Figure 1. Routing congestion (run 1).
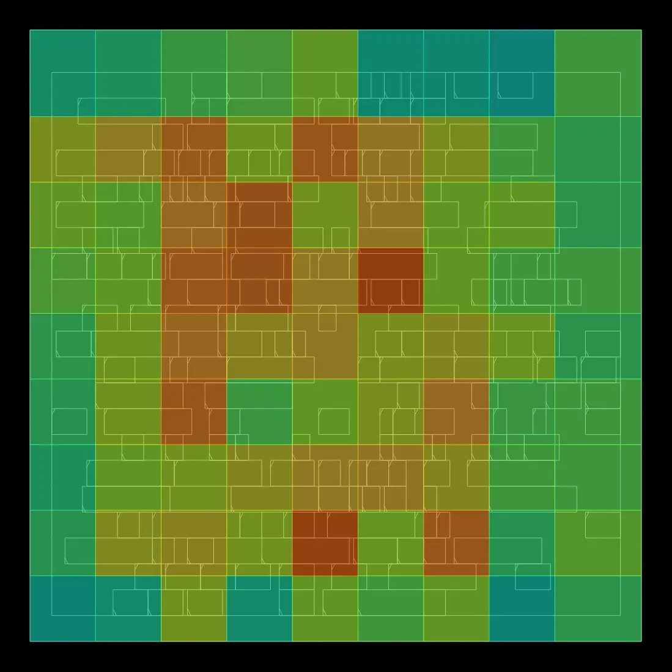
Figure 2. Clock network drawn from the DEF (run 1).
Scale: 4 px per um.
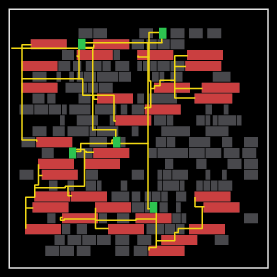
Figure 3. Wiring by layer (run 1).
Scale: 6 px per um.
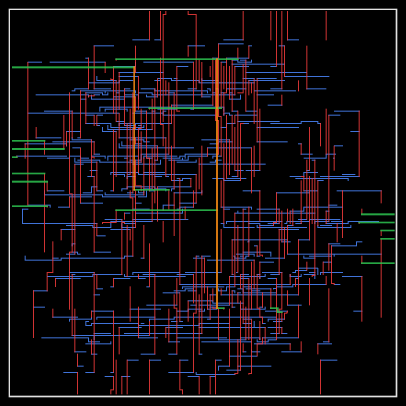
[config.mk]
export PLATFORM = sky130hd
export DESIGN_NAME = enum_rr_arbiter
export DESIGN_NICKNAME = d
export VERILOG_FILES = /design/src/rtl/enum_rr_arbiter.sv
export SDC_FILE = /design/constraint.sdc
export NUM_CORES = 1
export LEC_CHECK = 0
export CORE_MARGIN = 2
export CORE_UTILIZATION = 45
export CTS_BUF_LIST = sky130_fd_sc_hd__clkbuf_2
export DETAILED_ROUTE_END_ITERATION = 12
export PLACE_DENSITY = 0.71
export SLEW_MARGIN = 5
export SYNTH_ARGS = -nofsm -noshare
export SYNTH_HDL_FRONTEND = slang
export SYNTH_SLANG_ARGS = --single-unit
[constraint.sdc]
create_clock -name clk -period 2.3 [get_ports clk]
set_input_delay 0.46 -clock clk [delete_from_list [all_inputs] [get_ports clk]]
set_output_delay 0.46 -clock clk [all_outputs]
set_load 0.05 [all_outputs]
[src/rtl/enum_rr_arbiter.sv]
// Round-robin arbiter sharing one resource between three requesters (A, B, C),
// with a bounded hold time and a one-cycle cooldown between owners.
package p;
  typedef enum logic [1:0] {NONE = 2'd0, A = 2'd1, B = 2'd2, C = 2'd3} test_enum;
endpackage

module enum_rr_arbiter #(
  parameter int MAX_HOLD = 10,
  parameter int CNT_W    = 16
) (
  input  logic             clk,
  input  logic             rst_n,
  input  logic [2:0]       req,
  output logic             grant_valid,
  output logic [1:0]       grant_id,
  output logic [7:0]       hold_cnt,
  output logic             timeout,
  output logic [CNT_W-1:0] grants_total
);

  typedef enum logic [1:0] {IDLE, GRANT, COOLDOWN} state_t;

  localparam logic [7:0] HOLD_LIMIT = 8'(MAX_HOLD);

  state_t          state, state_nxt;
  p::test_enum     owner, owner_nxt;
  p::test_enum     last_id, last_nxt;
  p::test_enum     winner;
  logic [7:0]      hold_nxt;
  logic            valid_nxt;
  logic            timeout_nxt;
  logic [CNT_W-1:0] total_nxt;
  logic            owner_req;

  always_comb begin
    owner_req = 1'b0;
    case (owner)
      p::A:    owner_req = req[0];
      p::B:    owner_req = req[1];
      p::C:    owner_req = req[2];
      default: owner_req = 1'b0;
    endcase
  end

  // Scan starts just after the previous owner, so a preempted owner goes last.
  always_comb begin
    winner = p::NONE;
    case (last_id)
      p::A: begin
        if (req[1])      winner = p::B;
        else if (req[2]) winner = p::C;
        else if (req[0]) winner = p::A;
      end
      p::B: begin
        if (req[2])      winner = p::C;
        else if (req[0]) winner = p::A;
        else if (req[1]) winner = p::B;
      end
      default: begin
        if (req[0])      winner = p::A;
        else if (req[1]) winner = p::B;
        else if (req[2]) winner = p::C;
      end
    endcase
  end

  always_comb begin
    state_nxt   = state;
    owner_nxt   = owner;
    last_nxt    = last_id;
    hold_nxt    = hold_cnt;
    valid_nxt   = grant_valid;
    timeout_nxt = 1'b0;
    total_nxt   = grants_total;
    case (state)
      IDLE: begin
        if (winner != p::NONE) begin
          state_nxt = GRANT;
          owner_nxt = winner;
          last_nxt  = winner;
          valid_nxt = 1'b1;
          hold_nxt  = 8'd1;
          total_nxt = grants_total + CNT_W'(1);
        end
      end
      GRANT: begin
        // Release and preemption share the exit; only preemption flags timeout.
        if (!owner_req || hold_cnt >= HOLD_LIMIT) begin
          state_nxt   = COOLDOWN;
          owner_nxt   = p::NONE;
          valid_nxt   = 1'b0;
          hold_nxt    = 8'd0;
          timeout_nxt = owner_req;
        end else begin
          hold_nxt = hold_cnt + 8'd1;
        end
      end
      COOLDOWN: state_nxt = IDLE;
      default:  state_nxt = IDLE;
    endcase
  end

  always_ff @(posedge clk or negedge rst_n) begin
    if (!rst_n) begin
      state        <= IDLE;
      owner        <= p::NONE;
      last_id      <= p::C;
      hold_cnt     <= 8'd0;
      grant_valid  <= 1'b0;
      timeout      <= 1'b0;
      grants_total <= '0;
    end else begin
      state        <= state_nxt;
      owner        <= owner_nxt;
      last_id      <= last_nxt;
      hold_cnt     <= hold_nxt;
      grant_valid  <= valid_nxt;
      timeout      <= timeout_nxt;
      grants_total <= total_nxt;
    end
  end

  assign grant_id = owner;

endmodule

==> job_summary.md, run 1 <==
## Synthesis and layout report

| Metric | Value |
|---|---|
| Synth area leader | `dfrtp_1` |
| Slowest-stage cell, CP | `dfstp_2` |
| Seq power | `roughly 0.87 mW` |
| Synth unique cells | `approximately 46` |
| CP endpoint | `hold_cnt[7]$_DFFE_PN0P_` |
| Switching part of the total | `47.9%` |
| Top cells by area | `dfrtp_1 (46%), xor2_1 (7.5%), a2111oi_2 (6.4%), ha_1 (3.8%), dfstp_2 (3.2%)` |
| Yosys stat cell total | `140` |
| Max reg flops | `16` |
| Sequential Power Share | `approximately a third` |
| Commonest cells post-synth | `dfrtp_1 (30), xor2_1 (14), nand2_1 (10)` |
| H-tree Lvls | `2` |
| Worst setup path start | `last_id[0]$_DFFE_PN1P_` |
| # setup viols final | `0` |
| Filler Cells Inserted | `approximately 290` |
| Synth Area in Adders | `3.82%` |
| IO Port Bufs | `32` |
| Combinational share of cell area | `a little under two fifths` |
| Logic area | `769 um2` |
| First-pass GRT wire length | `between 5000 and 6000 um` |
| Status | `finished, final reports clean` |
| Sequential cell count | `32` |
| Syn Std Cell Area | `~1600 um2` |
| Violation count after the first detailed-route iteration | `approximately 53` |
| Clkbuf count | `7` |
| Final worst slack | `0.0974 ns` |
| Largest net degree at the start of global routing | `33` |
| Post-DP Area | `a little over 2000 um2` |
| Seq area share | `about two fifths` |
| Xor+xnor area frac | `about 8%` |
| Inserted Clock Buffers | `5` |
| RSZ-0062 raised after global routing | `false` |
| CTS tree | `done` |
About Figure 1:
met2 usage in global routing: 27.9%
wire length per cell: 14.5 um
Layout Utilization: 61.0%
met3 Use GR: 4.93%

About Figure 2:
legend:
  yellow:
    item: clock wires
    length: 406 um
  red:
    item: flip-flops
    count: 32
  green:
    item: cells driving clock nets
    count: 5
routed clock nets: 6

About Figure 3:
legend:
  blue:
    layer: met1
    wire_length: 1,500 um
  orange:
    layer: met4
    wire_length: 61.9 um
  green:
    layer: met3
    wire_length: 130 um
  red:
    layer: met2
    wire_length: 1,590 um
routed via count: 1,222
drt total wl: 3290 um
aggregate global-route resource usage: 18.0%

Figure 4. Where the registers sit (run 1).
Scale: 8 px per um.
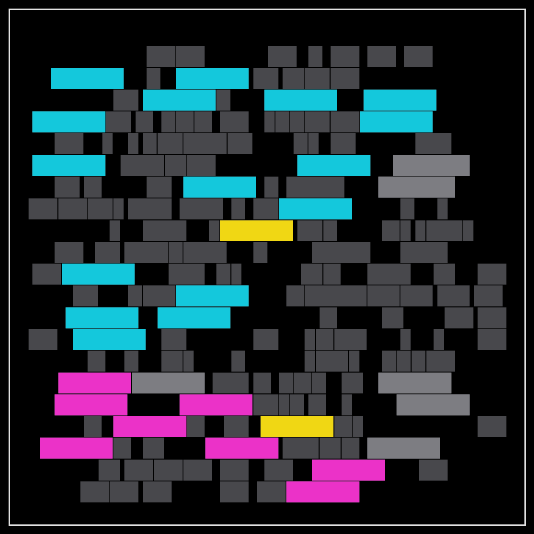

==> inputs of run 2 (changes only) <==
PLACE_DENSITY = 0.74   (was 0.71)
SLEW_MARGIN = 20   (was 5)
clock period = 1.92 ns   (was 2.3 ns; I/O delays follow)
Figure 5. Where the registers sit (run 2).
Scale: 8 px per um.
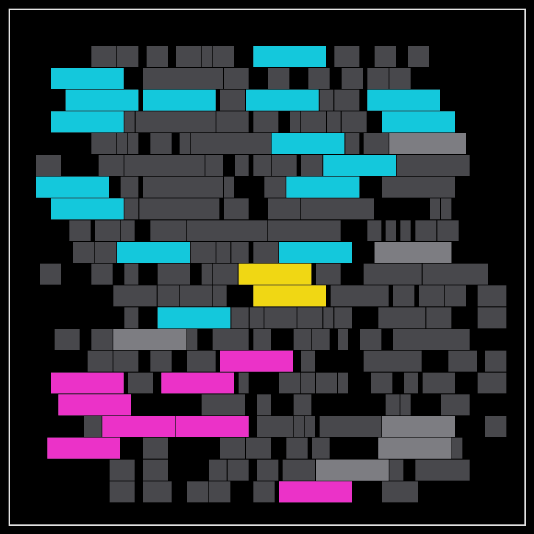
legend:
  yellow:
    name_in_the_netlist: state
    sequential_cells: 2
  cyan:
    name_in_the_netlist: grants_total
    sequential_cells: 16
  magenta:
    name_in_the_netlist: hold_cnt
    sequential_cells: 8
not colored: 6

==> job_summary.md, run 2 <==
## Synthesis and layout report

| Metric | Value |
|---|---|
| Status | `finished, violations left` |
| Failing checks | `setup timing` |
| Largest net degree at the start of global routing | `33 (unchanged)` |
| Post-DP Area | `2070 um2 (+1.4%)` |
| Commonest cells post-synth | `dfrtp_1 (30), xor2_1 (14), nand2_1 (10)` |
| Inserted Clock Buffers | `5 (unchanged)` |
| # setup viols final | `22 (+22)` |
| Die Width | `around 64 um` |
| Met2 usage in global routing | `34.2% (+6.4 points)` |
| Drt total wl | `4000 um (+22%)` |
| H-tree Lvls | `2 (unchanged)` |
| Logic area | `975 um2 (+27%)` |
| Seq power | `1.05 mW (+20%)` |
| Slowest-stage cell, CP | `dfstp_2` |
| Yosys stat cell total | `140 (unchanged)` |
| Wire length per cell | `16.7 um (+16%)` |
| Switching part of the total | `47.4% (-0.44 points)` |
| Fin crit period | `2.07 ns` |
| Internal | `~2.1 mW` |
| P_comb | `roughly 2.5 mW` |
| Sequential cell count | `32 (unchanged)` |
| Aggregate global-route resource usage | `20.5% (+2.5 points)` |
| Synth area leader | `dfrtp_1` |
| Syn Std Cell Area | `1640 um2 (unchanged)` |
| Synth unique cells | `46 (unchanged)` |
| Final worst slack | `-0.153 ns (-0.251 ns)` |
| Max reg flops | `16 (unchanged)` |
| Routed via count | `1,321 (+8.1%)` |
| CTS tree | `done` |
| Hold Crit Class | `input pin to async pin` |
| YS chip area | `roughly 1600 um2` |
| Top cells by area | `dfrtp_1 (46%), xor2_1 (7.5%), a2111oi_2 (6.4%), ha_1 (3.8%), dfstp_2 (3.2%)` |
| RSZ-0062 raised after global routing | `true` |
| IO Port Bufs | `32 (unchanged)` |
| Sequential Power Share | `26.9% (-5.9 points)` |
| CP endpoint | `grants_total[13]$_DFFE_PN0P_` |
| First-pass GRT wire length | `6530 um (+15%)` |
| Synth Area in Adders | `3.82% (unchanged)` |
| Seq area share | `34.0% (-4.6 points)` |
| Layout Utilization | `69.2% (+8.3 points)` |
| Met3 Use GR | `4.05% (-0.88 points)` |
| Xor+xnor area frac | `8.03% (unchanged)` |
| Filler Cells Inserted | `251 (-13%)` |
| Clkbuf count | `5 (-2)` |
| Violation count after the first detailed-route iteration | `46 (-13%)` |
Figure 6. Clock network drawn from the DEF (run 2).
Scale: 4 px per um.
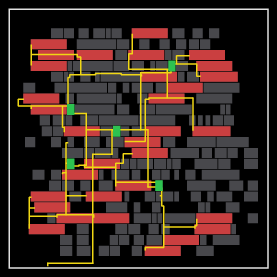
legend:
  green:
    item: cells driving clock nets
    count: 5
  yellow:
    item: clock wires
    length: 400 um
  red:
    item: flip-flops
    count: 32
routed clock nets: 6

==> inputs of run 3 (changes only) <==
ABC_CLOCK_PERIOD_IN_PS = 1920   (was default)
Figure 7. Clock network drawn from the DEF (run 3).
Scale: 4 px per um.
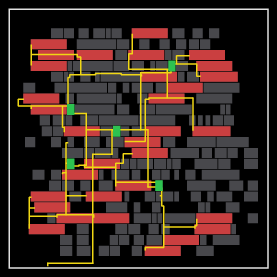
legend:
  red:
    item: flip-flops
    count: 32
  green:
    item: cells driving clock nets
    count: 5
  yellow:
    item: clock wires
    length: 400 um
routed clock nets: 6
clock latency at the later pin of the worst-skew pair: 0.38 ns
Clk power: 0.315 mW
clock share of power: 8.1%
Layout Skew: 0.0192 ns

Figure 8. Routing congestion (run 3).
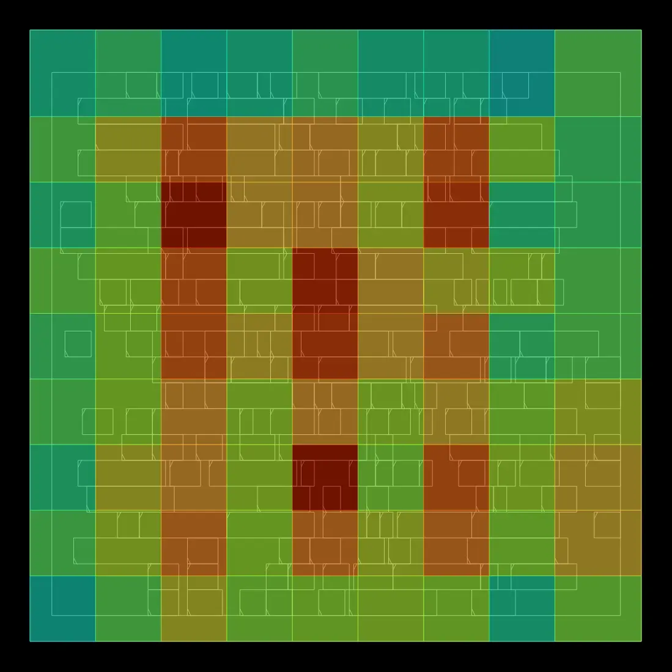
aggregate global-route resource usage: 20.5%
grt peak-use layer: met2
global routing usage on met1: 25.3%

==> job_summary.md, run 3 <==
## Synthesis and layout report

| Metric | Value |
|---|---|
| Met3 Use GR | `4.05% (unchanged)` |
| Critical Path Stages | `7` |
| Sequential cell count | `32 (unchanged)` |
| Logic area | `975 um2 (unchanged)` |
| Inserted Clock Buffers | `5 (unchanged)` |
| Seq area share | `34.0% (unchanged)` |
| Sequential Power Share | `26.9% (about the same)` |
| Post-DP Area | `2070 um2 (unchanged)` |
| Largest net degree at the start of global routing | `33 (unchanged)` |
| Met2 usage in global routing | `34.2% (unchanged)` |
| Slowest-stage cell, CP | `dfstp_2` |
| Max reg flops | `16 (unchanged)` |
| Top cells by area | `dfrtp_1 (46%), xor2_1 (7.5%), a2111oi_2 (6.4%), ha_1 (3.8%), dfstp_2 (3.2%)` |
| Wire length per cell | `16.7 um (unchanged)` |
| Xor+xnor area frac | `8.03% (unchanged)` |
| Commonest cells post-synth | `dfrtp_1 (30), xor2_1 (14), nand2_1 (10)` |
| Synth area leader | `dfrtp_1` |
| Routed via count | `1,321 (unchanged)` |
| H-tree Lvls | `2 (unchanged)` |
| First-pass GRT wire length | `6530 um (unchanged)` |
| Filler Cells Inserted | `251 (unchanged)` |
| I/O pin cnt | `33` |
| Status | `finished, violations left` |
| YS chip area | `1640 um2 (unchanged)` |
| Seq power | `1.05 mW (about the same)` |
| Synth Area in Adders | `3.82% (unchanged)` |
| Final worst slack | `-0.153 ns (unchanged)` |
| Failing checks | `setup timing` |
| # setup viols final | `22 (unchanged)` |
| IO Port Bufs | `32 (unchanged)` |
| Internal | `2.05 mW (unchanged)` |
| CTS tree | `done` |
| Synth unique cells | `46 (unchanged)` |
| Drt total wl | `4000 um (unchanged)` |
| Hold Crit Class | `input pin to async pin` |
| Die Width | `64.3 um (unchanged)` |
Power is estimated from default activity; no workload was simulated.
